`src/rtl/hazard_unit_pkg.sv`:
```
// hazard_unit_pkg: shared pipeline types, forward-select encodings and record helpers
package hazard_unit_pkg;
  localparam int REC_ADDR_W = 8;
  localparam logic [1:0] FW_NONE = 2'b00;
  localparam logic [1:0] FW_EXM  = 2'b10;
  localparam logic [1:0] FW_MWB  = 2'b01;
  // Addresses are zero-extended into fixed-width fields so one record type serves any REG_ADDR_W <= 8
  typedef struct packed {
    logic                  valid;
    logic [REC_ADDR_W-1:0] rs;
    logic [REC_ADDR_W-1:0] rt;
    logic                  uses_rs;
    logic                  uses_rt;
    logic [REC_ADDR_W-1:0] dst;
    logic                  reg_write;
    logic                  is_load;
  } stage_rec_t;
  function automatic logic writes(input stage_rec_t w, input logic [REC_ADDR_W-1:0] a);
    return w.valid && w.reg_write && w.dst != '0 && w.dst == a;
  endfunction
  function automatic logic reads_from(input stage_rec_t w, input stage_rec_t r);
    return (r.uses_rs && writes(w, r.rs)) || (r.uses_rt && writes(w, r.rt));
  endfunction
  function automatic logic [1:0] fw_sel(input logic use_src, input logic [REC_ADDR_W-1:0] a,
                                        input stage_rec_t mem, input stage_rec_t wb);
    return !use_src ? FW_NONE : (writes(mem, a) && !mem.is_load) ? FW_EXM :
           writes(wb, a) ? FW_MWB : FW_NONE;
  endfunction
endpackage

```
`src/rtl/hazard_stage_reg.sv`:
```
// hazard_stage_reg: one pipeline shadow record, flush loads a bubble
module hazard_stage_reg
  import hazard_unit_pkg::*;
(
  input  logic       clk,
  input  logic       rst_n,
  input  logic       flush,
  input  stage_rec_t d,
  output stage_rec_t q
);
  always_ff @(posedge clk or negedge rst_n)
    if (!rst_n) q <= '0;
    else q <= flush ? '0 : d;
endmodule

```
`src/rtl/hazard_unit.sv`:
```
// hazard_unit: forwarding selects, load-use stall and branch flush for a 5-stage pipeline.
// HAZARD_FWD_EN enables forwarding; without it every RAW on EX/MEM writers stalls.
module hazard_unit
  import hazard_unit_pkg::*;
#(
  parameter int REG_ADDR_W = 5,
  parameter int CNT_W      = 16
) (
  input  logic                  clk,
  input  logic                  rst_n,
  input  logic                  id_valid,
  input  logic [REG_ADDR_W-1:0] id_rs_addr,
  input  logic [REG_ADDR_W-1:0] id_rt_addr,
  input  logic                  id_uses_rs,
  input  logic                  id_uses_rt,
  input  logic [REG_ADDR_W-1:0] id_dst_addr,
  input  logic                  id_reg_write,
  input  logic                  id_is_load,
  input  logic                  ex_branch_taken,
  output logic [1:0]            fw_alu1,
  output logic [1:0]            fw_alu2,
  output logic                  stall_f,
  output logic                  stall_d,
  output logic                  flush_d,
  output logic                  flush_e,
  output logic [CNT_W-1:0]      stall_cnt
);
  stage_rec_t id_rec, ex, mem, wb;
  logic hazard, br, stall, unused_rec;
  assign id_rec = '{valid: id_valid, rs: REC_ADDR_W'(id_rs_addr), rt: REC_ADDR_W'(id_rt_addr),
                    uses_rs: id_uses_rs, uses_rt: id_uses_rt, dst: REC_ADDR_W'(id_dst_addr),
                    reg_write: id_reg_write, is_load: id_is_load};
  hazard_stage_reg u_ex  (.clk(clk), .rst_n(rst_n), .flush(flush_e), .d(id_rec), .q(ex));
  hazard_stage_reg u_mem (.clk(clk), .rst_n(rst_n), .flush(1'b0),    .d(ex),     .q(mem));
  hazard_stage_reg u_wb  (.clk(clk), .rst_n(rst_n), .flush(1'b0),    .d(mem),    .q(wb));
`ifdef HAZARD_FWD_EN
  assign fw_alu1 = fw_sel(ex.valid && ex.uses_rs, ex.rs, mem, wb);
  assign fw_alu2 = fw_sel(ex.valid && ex.uses_rt, ex.rt, mem, wb);
  assign hazard  = id_valid && ex.is_load && reads_from(ex, id_rec);
`else
  assign fw_alu1 = FW_NONE;
  assign fw_alu2 = FW_NONE;
  // WB writes before ID reads, so only EX and MEM writers block
  assign hazard  = id_valid && (reads_from(ex, id_rec) || reads_from(mem, id_rec));
`endif
  assign unused_rec = ^{ex, mem, wb};
  assign br      = rst_n && ex_branch_taken;
  assign stall   = hazard && !br;
  assign stall_f = stall;
  assign stall_d = stall;
  assign flush_d = br;
  assign flush_e = br || stall;
  always_ff @(posedge clk or negedge rst_n)
    if (!rst_n) stall_cnt <= '0;
    else if (stall_f && stall_cnt != '1) stall_cnt <= stall_cnt + 1'b1;
endmodule

```
`config.mk`:
```
export PLATFORM = sky130hd
export DESIGN_NAME = hazard_unit
export DESIGN_NICKNAME = d
export VERILOG_FILES = /design/src/rtl/hazard_unit_pkg.sv /design/src/rtl/hazard_stage_reg.sv /design/src/rtl/hazard_unit.sv
export SDC_FILE = /design/constraint.sdc
export NUM_CORES = 1
export LEC_CHECK = 0
export CAP_MARGIN = 10
export CELL_PAD_IN_SITES_DETAIL_PLACEMENT = 1
export CELL_PAD_IN_SITES_GLOBAL_PLACEMENT = 2
export CORE_ASPECT_RATIO = 0.8
export CORE_UTILIZATION = 27
export CTS_BUF_LIST = sky130_fd_sc_hd__clkbuf_4 sky130_fd_sc_hd__clkbuf_8
export CTS_CLUSTER_SIZE = 20
export DETAILED_ROUTE_END_ITERATION = 16
export PLACE_DENSITY_LB_ADDON = 0.1
export SYNTH_ARGS = -nofsm -noshare
export SYNTH_HDL_FRONTEND = slang
export SYNTH_SLANG_ARGS = --single-unit
```
`constraint.sdc`:
```
create_clock -name clk -period 2.5 [get_ports clk]
set_clock_uncertainty 0.2 [all_clocks]
set_input_delay 0.75 -clock clk [delete_from_list [all_inputs] [get_ports clk]]
set_output_delay 0.75 -clock clk [all_outputs]
set_load 0.01 [all_outputs]
```
==> results.toml <==
# implementation run metrics
[pwr]
pg_clk_w = 0.000414
switching_share_pct = 25.55
ir_drop_mv = 0.1987
p_seq_share_pct = 48.6
powerComb_w = 0.000145
powerSeq_w = 0.000528
power_density_nw_per_um2 = 466.2
finalPower_w = 0.001086

[routing]
drt_pass1_iterations = 10
dr_wl_met2_microns = 1739
ant_nets = 0
drc_errors = 9

[final_layout]
final_nets = 214
comb_area_sq_um = 812.0
clock_cell_area_share_pct = 4.082
seqCellArea_sq_um = 750.7
final_cell_area_sq_um = 2330
antennaDiodeCount = 0
seq_cells = 30
nonClockInverterCount = 1
fill_cells = 558
comb_cells = 90
layout_top_cell = "dfrtp_1"
drive_above_1_share_pct = 34.03

[run_status]
violations = "DRC, setup timing"
status = "finished with violations"

[synthesis]
ys_seq_share_pct = 51.37
synthAdderAreaFrac_pct = 0.8562
top_cell = "dfrtp_1"
synth.distinct_cells = 25
syn_area_sq_um = 1461
yosys_area_sq_um = 1461
xor_share_pct = 20.98
edf_count = 0
synthDominantCellAreaShare_pct = 51.37
yosys-mux-area-fraction_pct = 0.7705
ys_warn_count = 0

[critical_path]
r2r_end = "stall_cnt[1]$_DFFE_PN0P_"
worst_path_largest_cell_delay_ns = 0.29
r2r_start = "u_mem.q[2]$_DFF_PN0_"
crit_top_cell = "buf_6"
cpMaxStageDelayCell = "nor4_2"

[run]
drv_cap = 0

[global_routing]
use_met3_pct = 4.768
grt_util_met2_pct = 22.44
grt-busiest-layer = "met2"

[sta]
finalCritPeriodShare_pct = 119.2
max_freq_mhz = 335.6
setup_slack_ns = -0.4796
finalHoldViolCount = 0
finalSetupViolations = 18
finalHoldWorstSlack_ns = 0.1925

[floorplanning]
well_tap_count = 62
die-width_microns = 84.26
io_pins = 47
initCoreUtil_pct = 28.69

[place]
pre_cts_slack_ns = -1.338

[hold_path]
hp-start = "u_ex.q[1]$_DFF_PN0_"

[clocking]
clk_pin_slew_ns = 0.07
cts_hold_buf = 0
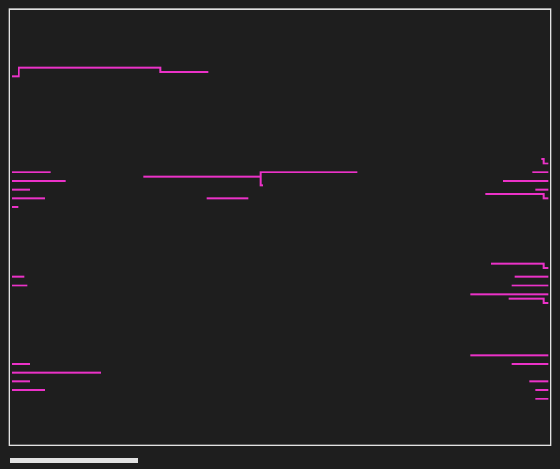
(images/m3.png)
Bar = 20 microns.
wire length on this layer: 207 microns
main direction: horizontal
nets with wire on the layer: 28
longest straight run: 22.1 microns
share of all routed wire: 5.3%

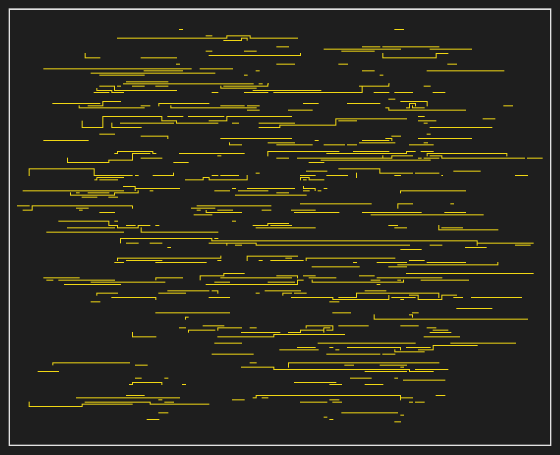
(images/m1.png)
nets with wire on the layer: 167
longest straight run: 41.4 microns
wire length on this layer: 1970 microns
share of all routed wire: 50%

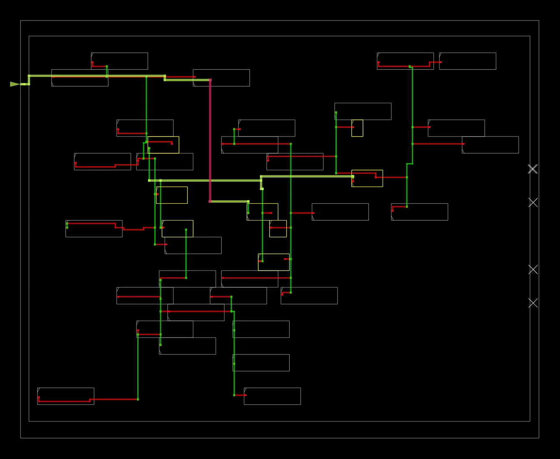
(images/clock_nets.png)
Clock Latency Late Sink: 0.28 ns
total clock buffers created by CTS: 5
Sinks on Clock Net: 30
clkbuf count: 6

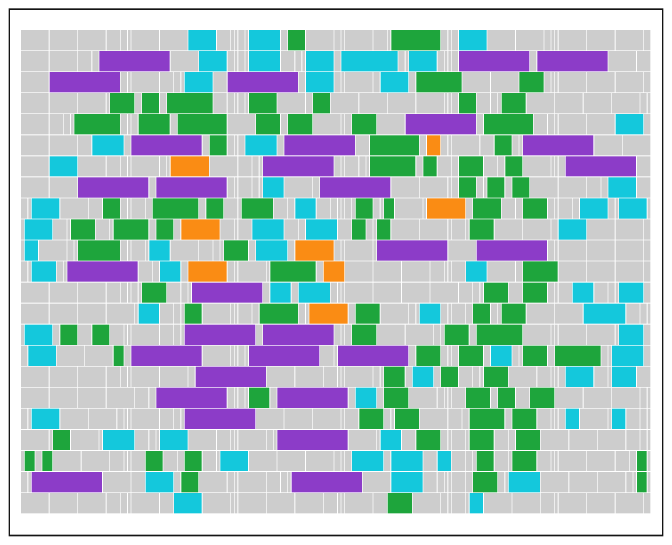
(images/class_map.png)
Fill, decap, tap and diode cells in grey.
legend:
  cyan:
    class: remaining buffers and delay cells
    cells: 62
  green:
    class: remaining logic cells
    cells: 91
  purple:
    class: registers
    cells: 30
  orange:
    class: clock drivers and dummy loads
    cells: 8
Core Rows: 23
Seq area share: 32.22%
fin util: 45.74%
core area: 5094 sq um

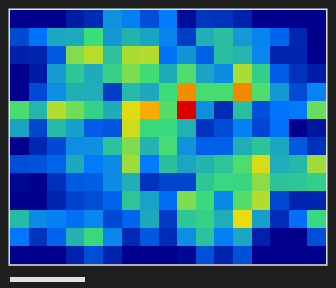
(images/route_heat.png)
Bar = 20 microns. The die is cut into 17 by 14 equal tiles; dark blue is low, red is high, scaled to the fullest tile. Values are wire area over tile area, all layers added.
emptiest ninth of the die: south-west
nearly empty tiles: 13%
densest ninth of the die: centre
mean over tiles: 0.11
fullest tile: 0.37
tiles over half the peak: 15%
Routed WL per cell: 15.54 microns
vias post-DR: 1169
total wire length: 3931 microns
Overall Global Routing Usage: 15.00%

